$ cat src/rtl/mips_pkg.sv
// Shared encodings for the MIPS pipeline: opcodes, R-type functs, ALU ops
// and the control bundle produced by the main decoder.
package mips_pkg;

   localparam logic [5:0] OP_RTYPE = 6'b000000;
   localparam logic [5:0] OP_LW    = 6'b100011;
   localparam logic [5:0] OP_SW    = 6'b101011;
   localparam logic [5:0] OP_ADDI  = 6'b001000;
   localparam logic [5:0] OP_SLTI  = 6'b001010;
   localparam logic [5:0] OP_ANDI  = 6'b001100;
   localparam logic [5:0] OP_ORI   = 6'b001101;
   localparam logic [5:0] OP_BEQ   = 6'b000100;

   localparam logic [5:0] FN_ADD = 6'b100000;
   localparam logic [5:0] FN_SUB = 6'b100010;
   localparam logic [5:0] FN_AND = 6'b100100;
   localparam logic [5:0] FN_OR  = 6'b100101;
   localparam logic [5:0] FN_NOR = 6'b100111;
   localparam logic [5:0] FN_SLT = 6'b101010;

   localparam logic [3:0] ALU_ADD = 4'd0;
   localparam logic [3:0] ALU_SUB = 4'd1;
   localparam logic [3:0] ALU_AND = 4'd2;
   localparam logic [3:0] ALU_OR  = 4'd3;
   localparam logic [3:0] ALU_NOR = 4'd4;
   localparam logic [3:0] ALU_SLT = 4'd5;

   typedef enum logic [1:0] {
      DST_NONE,
      DST_RD,
      DST_RT
   } dst_sel_e;

   typedef struct packed {
      logic       valid;
      logic       regwr;
      logic       memrd;
      logic       memwr;
      logic       memtoreg;
      logic       alusrc;
      logic       branch;
      logic       uses_rt;
      dst_sel_e   dst_sel;
      logic [3:0] aluop;
   } ctrl_t;

endpackage

$ cat src/rtl/id_ex_stage_if.sv
// Signal bundle between IF/ID, register file, WB and the ID/EX register.
// master drives the ID-side inputs; slave is the decode stage itself.
interface id_ex_stage_if #(
   parameter int unsigned DW = 32,
   parameter int unsigned AW = 5
);
   logic [31:0]   instr_id;
   logic [DW-1:0] pc4_id;
   logic          valid_id;
   logic [AW-1:0] Ra;
   logic [AW-1:0] Rb;
   logic [DW-1:0] Ba;
   logic [DW-1:0] Bb;
   logic [AW-1:0] Rw_wb;
   logic [DW-1:0] Bw_wb;
   logic          Regwr_wb;
   logic          flush;
   logic          stall;
   logic          valid_ex;
   logic [DW-1:0] pc4_ex;
   logic [DW-1:0] rs_val_ex;
   logic [DW-1:0] rt_val_ex;
   logic [DW-1:0] imm_ex;
   logic [AW-1:0] rs_ex;
   logic [AW-1:0] rt_ex;
   logic [AW-1:0] dst_ex;
   logic          regwr_ex;
   logic          memrd_ex;
   logic          memwr_ex;
   logic          memtoreg_ex;
   logic          alusrc_ex;
   logic          branch_ex;
   logic [3:0]    aluop_ex;

   modport master (
      output instr_id, pc4_id, valid_id, Ba, Bb, Rw_wb, Bw_wb, Regwr_wb, flush,
      input  Ra, Rb, stall, valid_ex, pc4_ex, rs_val_ex, rt_val_ex, imm_ex,
             rs_ex, rt_ex, dst_ex, regwr_ex, memrd_ex, memwr_ex, memtoreg_ex,
             alusrc_ex, branch_ex, aluop_ex
   );

   modport slave (
      input  instr_id, pc4_id, valid_id, Ba, Bb, Rw_wb, Bw_wb, Regwr_wb, flush,
      output Ra, Rb, stall, valid_ex, pc4_ex, rs_val_ex, rt_val_ex, imm_ex,
             rs_ex, rt_ex, dst_ex, regwr_ex, memrd_ex, memwr_ex, memtoreg_ex,
             alusrc_ex, branch_ex, aluop_ex
   );
endinterface

$ cat src/rtl/main_decoder.sv
// Combinational main decoder: opcode/funct to control bundle.
// Unsupported encodings decode to an all-zero (bubble) bundle.
module main_decoder
   import mips_pkg::*;
(
   input  logic [5:0] op,
   input  logic [5:0] funct,
   output ctrl_t      ctrl,
   output logic       imm_zext
);

   always_comb begin
      ctrl     = '0;
      imm_zext = 1'b0;
      case (op)
         OP_RTYPE: begin
            ctrl.valid   = 1'b1;
            ctrl.regwr   = 1'b1;
            ctrl.uses_rt = 1'b1;
            ctrl.dst_sel = DST_RD;
            case (funct)
               FN_ADD:  ctrl.aluop = ALU_ADD;
               FN_SUB:  ctrl.aluop = ALU_SUB;
               FN_AND:  ctrl.aluop = ALU_AND;
               FN_OR:   ctrl.aluop = ALU_OR;
               FN_NOR:  ctrl.aluop = ALU_NOR;
               FN_SLT:  ctrl.aluop = ALU_SLT;
               default: ctrl = '0;
            endcase
         end
         OP_LW: begin
            ctrl.valid    = 1'b1;
            ctrl.regwr    = 1'b1;
            ctrl.memrd    = 1'b1;
            ctrl.memtoreg = 1'b1;
            ctrl.alusrc   = 1'b1;
            ctrl.dst_sel  = DST_RT;
            ctrl.aluop    = ALU_ADD;
         end
         OP_SW: begin
            ctrl.valid   = 1'b1;
            ctrl.memwr   = 1'b1;
            ctrl.alusrc  = 1'b1;
            ctrl.uses_rt = 1'b1;
            ctrl.dst_sel = DST_RT;
            ctrl.aluop   = ALU_ADD;
         end
         OP_ADDI, OP_SLTI, OP_ANDI, OP_ORI: begin
            ctrl.valid   = 1'b1;
            ctrl.regwr   = 1'b1;
            ctrl.alusrc  = 1'b1;
            ctrl.dst_sel = DST_RT;
            case (op)
               OP_SLTI: ctrl.aluop = ALU_SLT;
               OP_ANDI: ctrl.aluop = ALU_AND;
               OP_ORI:  ctrl.aluop = ALU_OR;
               default: ctrl.aluop = ALU_ADD;
            endcase
            imm_zext = (op == OP_ANDI) || (op == OP_ORI);
         end
         OP_BEQ: begin
            ctrl.valid   = 1'b1;
            ctrl.branch  = 1'b1;
            ctrl.uses_rt = 1'b1;
            ctrl.dst_sel = DST_RT;
            ctrl.aluop   = ALU_SUB;
         end
         default: ctrl = '0;
      endcase
   end

endmodule

$ cat src/rtl/id_ex_stage.sv
// Decode stage and ID/EX register: register-file read addressing, WB bypass,
// load-use hazard detection and the registered operands/control for EX.
module id_ex_stage
   import mips_pkg::*;
#(
   parameter int unsigned DW = 32,
   parameter int unsigned AW = 5
) (
   input  logic          clk,
   input  logic          reset,
   id_ex_stage_if.slave  bus
);

   typedef struct packed {
      logic          valid;
      logic [DW-1:0] pc4;
      logic [DW-1:0] rs_val;
      logic [DW-1:0] rt_val;
      logic [DW-1:0] imm;
      logic [AW-1:0] rs;
      logic [AW-1:0] rt;
      logic [AW-1:0] dst;
      logic          regwr;
      logic          memrd;
      logic          memwr;
      logic          memtoreg;
      logic          alusrc;
      logic          branch;
      logic [3:0]    aluop;
   } idex_t;

   idex_t         idex_d, idex_q;
   ctrl_t         ctrl;
   logic          imm_zext;
   logic [AW-1:0] rs_id, rt_id, rd_id, dst_id;
   logic [DW-1:0] rs_val, rt_val, imm_val;
   logic          load_use, stall, bubble;

   main_decoder u_dec (
      .op       (bus.instr_id[31:26]),
      .funct    (bus.instr_id[5:0]),
      .ctrl     (ctrl),
      .imm_zext (imm_zext)
   );

   assign rs_id = bus.instr_id[25:21];
   assign rt_id = bus.instr_id[20:16];
   assign rd_id = bus.instr_id[15:11];

   // The register file writes on the edge but reads asynchronously, so a
   // same-cycle WB write must be bypassed into the operand latched here.
   always_comb begin
      rs_val = bus.Ba;
      if (rs_id == '0)
         rs_val = '0;
      else if (bus.Regwr_wb && (bus.Rw_wb != '0) && (bus.Rw_wb == rs_id))
         rs_val = bus.Bw_wb;

      rt_val = bus.Bb;
      if (rt_id == '0)
         rt_val = '0;
      else if (bus.Regwr_wb && (bus.Rw_wb != '0) && (bus.Rw_wb == rt_id))
         rt_val = bus.Bw_wb;
   end

   always_comb begin
      imm_val = imm_zext ? {{(DW-16){1'b0}}, bus.instr_id[15:0]}
                         : {{(DW-16){bus.instr_id[15]}}, bus.instr_id[15:0]};
      case (ctrl.dst_sel)
         DST_RD:  dst_id = rd_id;
         DST_RT:  dst_id = rt_id;
         default: dst_id = '0;
      endcase
   end

   assign load_use = bus.valid_id && idex_q.valid && idex_q.memrd &&
                     (idex_q.rt != '0) &&
                     ((idex_q.rt == rs_id) || (ctrl.uses_rt && (idex_q.rt == rt_id)));
   // A flushed ID instruction is discarded, so it can never cause a stall.
   assign stall  = load_use && !bus.flush;
   assign bubble = bus.flush || stall || !bus.valid_id || !ctrl.valid;

   always_comb begin
      idex_d = '0;
      if (!bubble) begin
         idex_d.valid    = 1'b1;
         idex_d.pc4      = bus.pc4_id;
         idex_d.rs_val   = rs_val;
         idex_d.rt_val   = rt_val;
         idex_d.imm      = imm_val;
         idex_d.rs       = rs_id;
         idex_d.rt       = rt_id;
         idex_d.dst      = dst_id;
         idex_d.regwr    = ctrl.regwr;
         idex_d.memrd    = ctrl.memrd;
         idex_d.memwr    = ctrl.memwr;
         idex_d.memtoreg = ctrl.memtoreg;
         idex_d.alusrc   = ctrl.alusrc;
         idex_d.branch   = ctrl.branch;
         idex_d.aluop    = ctrl.aluop;
      end
   end

   always_ff @(posedge clk or negedge reset) begin
      if (!reset)
         idex_q <= '0;
      else
         idex_q <= idex_d;
   end

   assign bus.Ra          = rs_id;
   assign bus.Rb          = rt_id;
   assign bus.stall       = stall;
   assign bus.valid_ex    = idex_q.valid;
   assign bus.pc4_ex      = idex_q.pc4;
   assign bus.rs_val_ex   = idex_q.rs_val;
   assign bus.rt_val_ex   = idex_q.rt_val;
   assign bus.imm_ex      = idex_q.imm;
   assign bus.rs_ex       = idex_q.rs;
   assign bus.rt_ex       = idex_q.rt;
   assign bus.dst_ex      = idex_q.dst;
   assign bus.regwr_ex    = idex_q.regwr;
   assign bus.memrd_ex    = idex_q.memrd;
   assign bus.memwr_ex    = idex_q.memwr;
   assign bus.memtoreg_ex = idex_q.memtoreg;
   assign bus.alusrc_ex   = idex_q.alusrc;
   assign bus.branch_ex   = idex_q.branch;
   assign bus.aluop_ex    = idex_q.aluop;

endmodule

$ cat src/flat_wrapper.sv
// flat-port wrapper written by rule: the top's interface ports become plain ports
module id_ex_stage_flat import mips_pkg::*;
#(
   parameter int unsigned DW = 32,
   parameter int unsigned AW = 5
)
  (clk, reset, bus_instr_id, bus_pc4_id, bus_valid_id, bus_Ba, bus_Bb, bus_Rw_wb, bus_Bw_wb, bus_Regwr_wb, bus_flush, bus_Ra, bus_Rb, bus_stall, bus_valid_ex, bus_pc4_ex, bus_rs_val_ex, bus_rt_val_ex, bus_imm_ex, bus_rs_ex, bus_rt_ex, bus_dst_ex, bus_regwr_ex, bus_memrd_ex, bus_memwr_ex, bus_memtoreg_ex, bus_alusrc_ex, bus_branch_ex, bus_aluop_ex);
  id_ex_stage_if #(.DW(DW), .AW(AW)) bus_i ();
  input  logic clk;
  input  logic reset;
  input wire logic [$bits(bus_i.instr_id)-1:0] bus_instr_id;
  input wire logic [$bits(bus_i.pc4_id)-1:0] bus_pc4_id;
  input wire logic [$bits(bus_i.valid_id)-1:0] bus_valid_id;
  input wire logic [$bits(bus_i.Ba)-1:0] bus_Ba;
  input wire logic [$bits(bus_i.Bb)-1:0] bus_Bb;
  input wire logic [$bits(bus_i.Rw_wb)-1:0] bus_Rw_wb;
  input wire logic [$bits(bus_i.Bw_wb)-1:0] bus_Bw_wb;
  input wire logic [$bits(bus_i.Regwr_wb)-1:0] bus_Regwr_wb;
  input wire logic [$bits(bus_i.flush)-1:0] bus_flush;
  output wire logic [$bits(bus_i.Ra)-1:0] bus_Ra;
  output wire logic [$bits(bus_i.Rb)-1:0] bus_Rb;
  output wire logic [$bits(bus_i.stall)-1:0] bus_stall;
  output wire logic [$bits(bus_i.valid_ex)-1:0] bus_valid_ex;
  output wire logic [$bits(bus_i.pc4_ex)-1:0] bus_pc4_ex;
  output wire logic [$bits(bus_i.rs_val_ex)-1:0] bus_rs_val_ex;
  output wire logic [$bits(bus_i.rt_val_ex)-1:0] bus_rt_val_ex;
  output wire logic [$bits(bus_i.imm_ex)-1:0] bus_imm_ex;
  output wire logic [$bits(bus_i.rs_ex)-1:0] bus_rs_ex;
  output wire logic [$bits(bus_i.rt_ex)-1:0] bus_rt_ex;
  output wire logic [$bits(bus_i.dst_ex)-1:0] bus_dst_ex;
  output wire logic [$bits(bus_i.regwr_ex)-1:0] bus_regwr_ex;
  output wire logic [$bits(bus_i.memrd_ex)-1:0] bus_memrd_ex;
  output wire logic [$bits(bus_i.memwr_ex)-1:0] bus_memwr_ex;
  output wire logic [$bits(bus_i.memtoreg_ex)-1:0] bus_memtoreg_ex;
  output wire logic [$bits(bus_i.alusrc_ex)-1:0] bus_alusrc_ex;
  output wire logic [$bits(bus_i.branch_ex)-1:0] bus_branch_ex;
  output wire logic [$bits(bus_i.aluop_ex)-1:0] bus_aluop_ex;
  assign bus_i.instr_id = bus_instr_id;
  assign bus_i.pc4_id = bus_pc4_id;
  assign bus_i.valid_id = bus_valid_id;
  assign bus_i.Ba = bus_Ba;
  assign bus_i.Bb = bus_Bb;
  assign bus_i.Rw_wb = bus_Rw_wb;
  assign bus_i.Bw_wb = bus_Bw_wb;
  assign bus_i.Regwr_wb = bus_Regwr_wb;
  assign bus_i.flush = bus_flush;
  assign bus_Ra = bus_i.Ra;
  assign bus_Rb = bus_i.Rb;
  assign bus_stall = bus_i.stall;
  assign bus_valid_ex = bus_i.valid_ex;
  assign bus_pc4_ex = bus_i.pc4_ex;
  assign bus_rs_val_ex = bus_i.rs_val_ex;
  assign bus_rt_val_ex = bus_i.rt_val_ex;
  assign bus_imm_ex = bus_i.imm_ex;
  assign bus_rs_ex = bus_i.rs_ex;
  assign bus_rt_ex = bus_i.rt_ex;
  assign bus_dst_ex = bus_i.dst_ex;
  assign bus_regwr_ex = bus_i.regwr_ex;
  assign bus_memrd_ex = bus_i.memrd_ex;
  assign bus_memwr_ex = bus_i.memwr_ex;
  assign bus_memtoreg_ex = bus_i.memtoreg_ex;
  assign bus_alusrc_ex = bus_i.alusrc_ex;
  assign bus_branch_ex = bus_i.branch_ex;
  assign bus_aluop_ex = bus_i.aluop_ex;
  id_ex_stage #(.DW(DW), .AW(AW)) u_core (.clk(clk), .reset(reset), .bus(bus_i));
endmodule
$ cat config.mk
export PLATFORM = sky130hd
export DESIGN_NAME = id_ex_stage_flat
export DESIGN_NICKNAME = d
export VERILOG_FILES = /design/src/rtl/mips_pkg.sv /design/src/rtl/id_ex_stage_if.sv /design/src/rtl/main_decoder.sv /design/src/rtl/id_ex_stage.sv /design/src/flat_wrapper.sv
export SDC_FILE = /design/constraint.sdc
export NUM_CORES = 1
export LEC_CHECK = 0
export CORE_ASPECT_RATIO = 0.5
export CORE_MARGIN = 10
export CORE_UTILIZATION = 35
export DETAILED_ROUTE_END_ITERATION = 10
export PLACE_DENSITY = 0.77
export SLEW_MARGIN = 10
export SYNTH_ARGS = -nofsm -noshare
export SYNTH_HDL_FRONTEND = slang
export SYNTH_SLANG_ARGS = --single-unit
$ cat constraint.sdc
create_clock -name clk -period 2.05 [get_ports clk]
set_clock_uncertainty 0.1 [all_clocks]
set_input_delay 0.3075 -clock clk [delete_from_list [all_inputs] [get_ports clk]]
set_output_delay 0.3075 -clock clk [all_outputs]
set_load 0.01 [all_outputs]
Figure 1. Nets reached from selected ports (run 1).
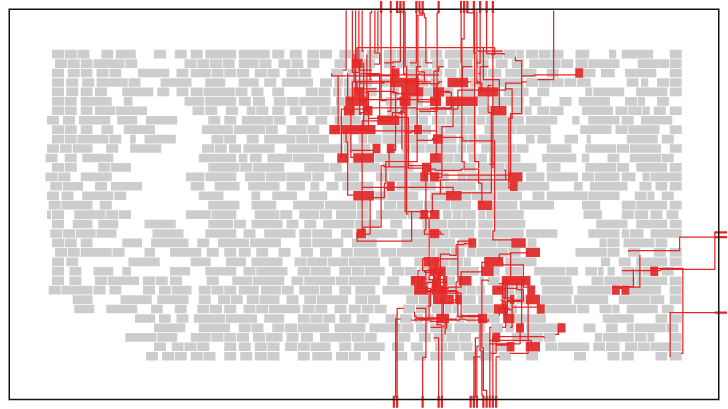
- `bus_instr_id`: red (bits 32; direction input; edge 16 top, 13 bottom, 3 right; end cells 92; buffers 61; wire 2920 um)
I/O pins: 335
IO Port Bufs: 333

Figure 2. Gate-type map (run 1).
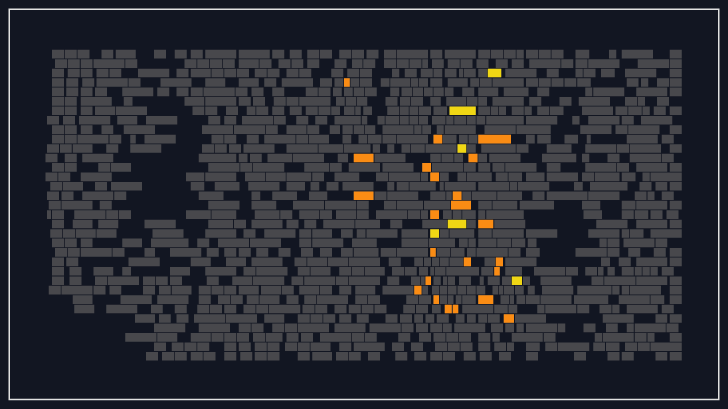
- AND-OR and OR-AND gates: yellow (cells 6)
- inverting AOI/OAI gates: orange (cells 23; most used a22oi_1)
fraction of area in multi-input gates: 25.3%
dominant logic cell type in the layout: clkdlybuf4s50_1

==> deck_impl_summary.md, run 1 <==
Run Summary

Outcome
  – Status: complete, but fails checks
  – Failing checks: setup timing

Power
  – Cell Pwr Density: about 600 nW/um^2
  – Peak supply drop: 0.000618 V
  – Comb power frac: between 15 and 20%
  – Clk. pwr: 3.35 mW
  – Pwr Total: 7.36 mW
  – Clock share of power: 45.5%
  – Sw frac: 23.8%
  – Seq pwr: 2.74 mW
  – Leakage Power: around 5.3 nW
  – Combinational power: 1.28 mW

Routing
  – Vias/cell: between 5 and 6
  – DRT iter0 DRCs: 220
  – Routed vias: 5785
  – Router iterations before antenna repair: 5

Clock tree
  – CTS tree: yes
  – # Post-CTS Setup Buffers: 22
  – Root buffer cell: clkbuf_16
  – TritonCTS buffer count: 17
  – Post-cts resize count: 126

Timing
  – Hold Vio Cnt, Final: 0
  – Slew headroom: 62.1%
  – FMAX: approximately 0.38 GHz
  – Measured slew at the worst slew-check pin: about 570 ps
  – Final WS setup: -568 ps
  – Final count of negative-setup-slack endpoints: 136

Setup path
  – Worst Reg2Reg Path Length in Cells: 10
  – Crit path from: u_core.bus.rt_ex[0]$_DFF_PN0_
  – Critical path, cell by cell: or4_4, o2111a_1, nand4_1, nor2_2, o21a_1, buf_6
  – Critical-path top delay cell: or4_4
  – Worst path bufs/invs: 1
  – Worst r2r dst: u_core.bus.imm_ex[13]$_DFF_PN0_
  – Critical Path Fanout Max: 3

Finish
  – Final core occ: 74.3%
  – Final nets: 1074
  – Layout cells sized above 1: 28.6%
  – Inverters: 2
  – Layout area overhead: 107%
  – Antenna diode count: 0
  – Flop area: 3430 um^2
  – MI comb cells: 298

Placement
  – Placer Congestion: around 0.85
  – Detailed Place HPWL: 17400 um
  – Placed cells: approximately 1100

GRT
  – Grt ovf: 0
  – Layer with the highest usage: met2
  – Global Route met1 Usage: a little under a quarter
  – Pin count of the biggest net entering global routing: around 55

Logic synthesis
  – Syn_area_per_cell: 11.9 um^2
  – Post-synth regs: 137
  – Adders+Majority by Area: 0.422%
  – Synth logic family: simple AND/OR/NAND/NOR gates
  – Synth cell types: 49
  – Synth Instances: ~500
  – Commonest cells in the netlist: dfrtp_1 (137), nor3_1 (68), mux2i_1 (64)
  – Seq share, synth: between 50 and 60%
  – Simple-Gate Area Share: 17.8%

Floorplan
  – Full die area: around 23000 um^2
  – Area of the core: 16500 um^2
  – FP Util: 36.0%

Run
  – Total of max-cap violations: 0
Figure 3. Wiring by layer (run 1).
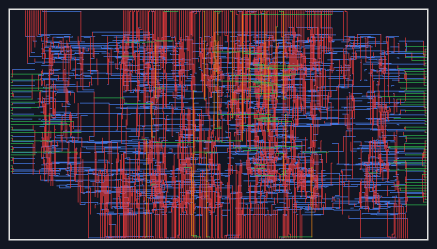
- met3: green (wire length 1370 um)
- met1: blue (wire length 10000 um)
- met4: orange (wire length 779 um)
- met2: red (wire length 14600 um)
gr usage total: 21.4%
overall routed net length: 26800 um
Routed WL per cell: 23.5 um

==> inputs of run 2 (changes only) <==
Settings changed: ABC_CLOCK_PERIOD_IN_PS from default to 2050, CAP_MARGIN from default to 40, SLEW_MARGIN 10 to 25.
Figure 4. Gate-type map (run 2).
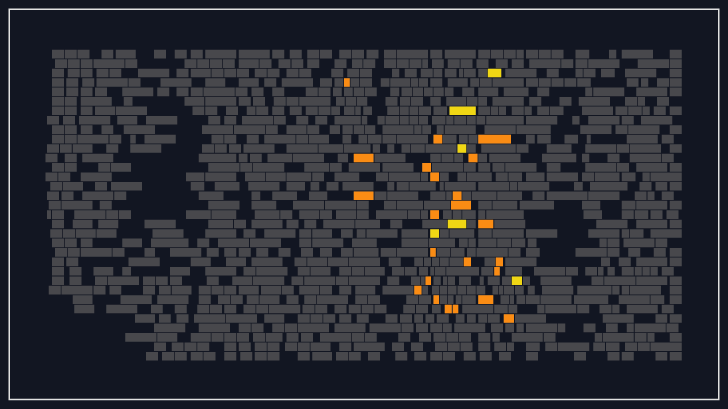
- AND-OR and OR-AND gates: yellow (cells 6)
- inverting AOI/OAI gates: orange (cells 23; most used a22oi_1)
Non-Filler Instances: 1141

Figure 5. Wiring by layer (run 2).
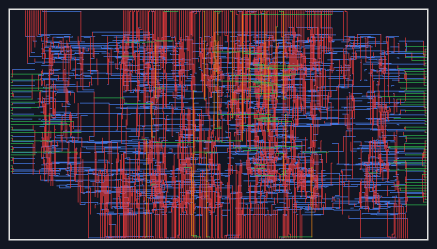
- met2: red (wire length 14600 um)
- met4: orange (wire length 779 um)
- met3: green (wire length 1370 um)
- met1: blue (wire length 10000 um)
routed vias: 5785

==> deck_impl_summary.md, run 2 <==
Run Summary

Finish
  – Layout cells sized above 1: 28.6% (unchanged)
  – Fraction of area in multi-input gates: 25.3% (unchanged)
  – MI comb cells: 298 (unchanged)
  – Dominant logic cell type in the layout: clkdlybuf4s50_1
  – Final core occ: 74.3% (unchanged)
  – Final nets: 1074 (unchanged)
  – Flop area: 3430 um^2 (unchanged)
  – Antenna diode count: 0 (unchanged)
  – Layout area overhead: 107% (unchanged)

Power
  – Leakage Power: 5.29 nW (unchanged)
  – Cell Pwr Density: 601 nW/um^2 (unchanged)
  – Peak supply drop: 0.000618 V (unchanged)
  – Seq pwr: 2.74 mW (about the same)
  – Pwr Total: 7.36 mW (unchanged)
  – Comb power frac: 17.3% (about the same)
  – Combinational power: 1.28 mW (about the same)
  – Sw frac: 23.8% (unchanged)

Setup path
  – CP max stage delay: between 500 and 600 ps
  – Setup CP Type: register to primary output
  – Crit path from: u_core.bus.rt_ex[0]$_DFF_PN0_
  – Worst r2r dst: u_core.bus.imm_ex[13]$_DFF_PN0_
  – Worst Reg2Reg Path Length in Cells: 10 (unchanged)
  – Critical Path Fanout Max: 3 (unchanged)
  – Critical-path top delay cell: or4_4
  – Worst path bufs/invs: 1 (unchanged)
  – Critical path, cell by cell: or4_4, o2111a_1, nand4_1, nor2_2, o21a_1, buf_6

Placement
  – Placer Congestion: 0.853 (unchanged)
  – IO Port Bufs: 333 (unchanged)
  – Placed inst area: 9990 um^2
  – Placed cells: 1068 (unchanged)
  – Detailed Place HPWL: 17400 um (unchanged)

Logic synthesis
  – Yosys top cell by instances: dfrtp_1
  – Synth warn: 0
  – Syn_area_per_cell: 11.9 um^2 (unchanged)
  – Synth cell types: 49 (unchanged)
  – Seq share, synth: 57.9% (unchanged)
  – Simple-Gate Area Share: 17.8% (unchanged)
  – Post-synth regs: 137 (unchanged)
  – Adders+Majority by Area: 0.422% (unchanged)
  – Synth Instances: 499 (unchanged)
  – Synth logic family: simple AND/OR/NAND/NOR gates

Timing
  – Final count of negative-setup-slack endpoints: 136 (unchanged)
  – FMAX: 0.382 GHz (unchanged)
  – Final WS setup: -568 ps (unchanged)
  – Measured slew at the worst slew-check pin: 568 ps (unchanged)
  – Hold Vio Cnt, Final: 0 (unchanged)

Clock tree
  – # Post-CTS Setup Buffers: 22 (unchanged)
  – Root buffer cell: clkbuf_16
  – TritonCTS buffer count: 17 (unchanged)
  – Post-cts resize count: 126 (unchanged)
  – CTS tree: yes

Floorplan
  – Full die area: 22800 um^2 (unchanged)
  – I/O pins: 335 (unchanged)
  – FP Util: 36.0% (unchanged)
  – Area of the core: 16500 um^2 (unchanged)

GRT
  – Gr usage total: 21.4% (unchanged)
  – Global Route met1 Usage: 23.1% (unchanged)
  – M3 GR Usage: 4.80%
  – Grt ovf: 0 (unchanged)
  – Initial antenna violation count: 0
  – Pin count of the biggest net entering global routing: 55 (unchanged)
  – Layer with the highest usage: met2

Routing
  – Overall routed net length: 26800 um (unchanged)
  – Routed WL per cell: 23.5 um (unchanged)
  – DRT iter0 DRCs: 220 (unchanged)
  – Router iterations before antenna repair: 5 (unchanged)
  – Met2 WL: 14600 um
  – Vias/cell: 5.07 (unchanged)
  – Met3 WL: 1370 um

Outcome
  – Failing checks: setup timing
  – Status: complete, but fails checks

Run
  – Total of max-cap violations: 0 (unchanged)
Figure 6. Clock wires, drivers and flops (run 2).
Scale bar: 50 um.
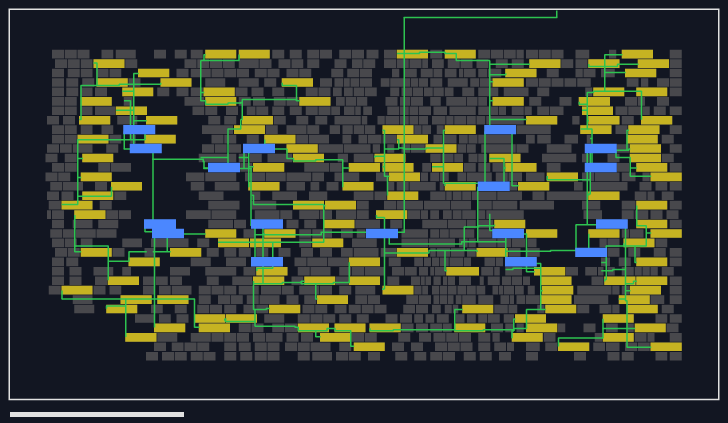
- cells driving clock nets: blue (count 17)
- flip-flops: yellow (count 137)
- clock wires: green (length 1780 um)
- flops lie: spread over the die
clk_lat worst skew: 400 ps
clock share of power: 45.5%
Clk. pwr: 3.35 mW

Power and IR drop assume default switching activity.
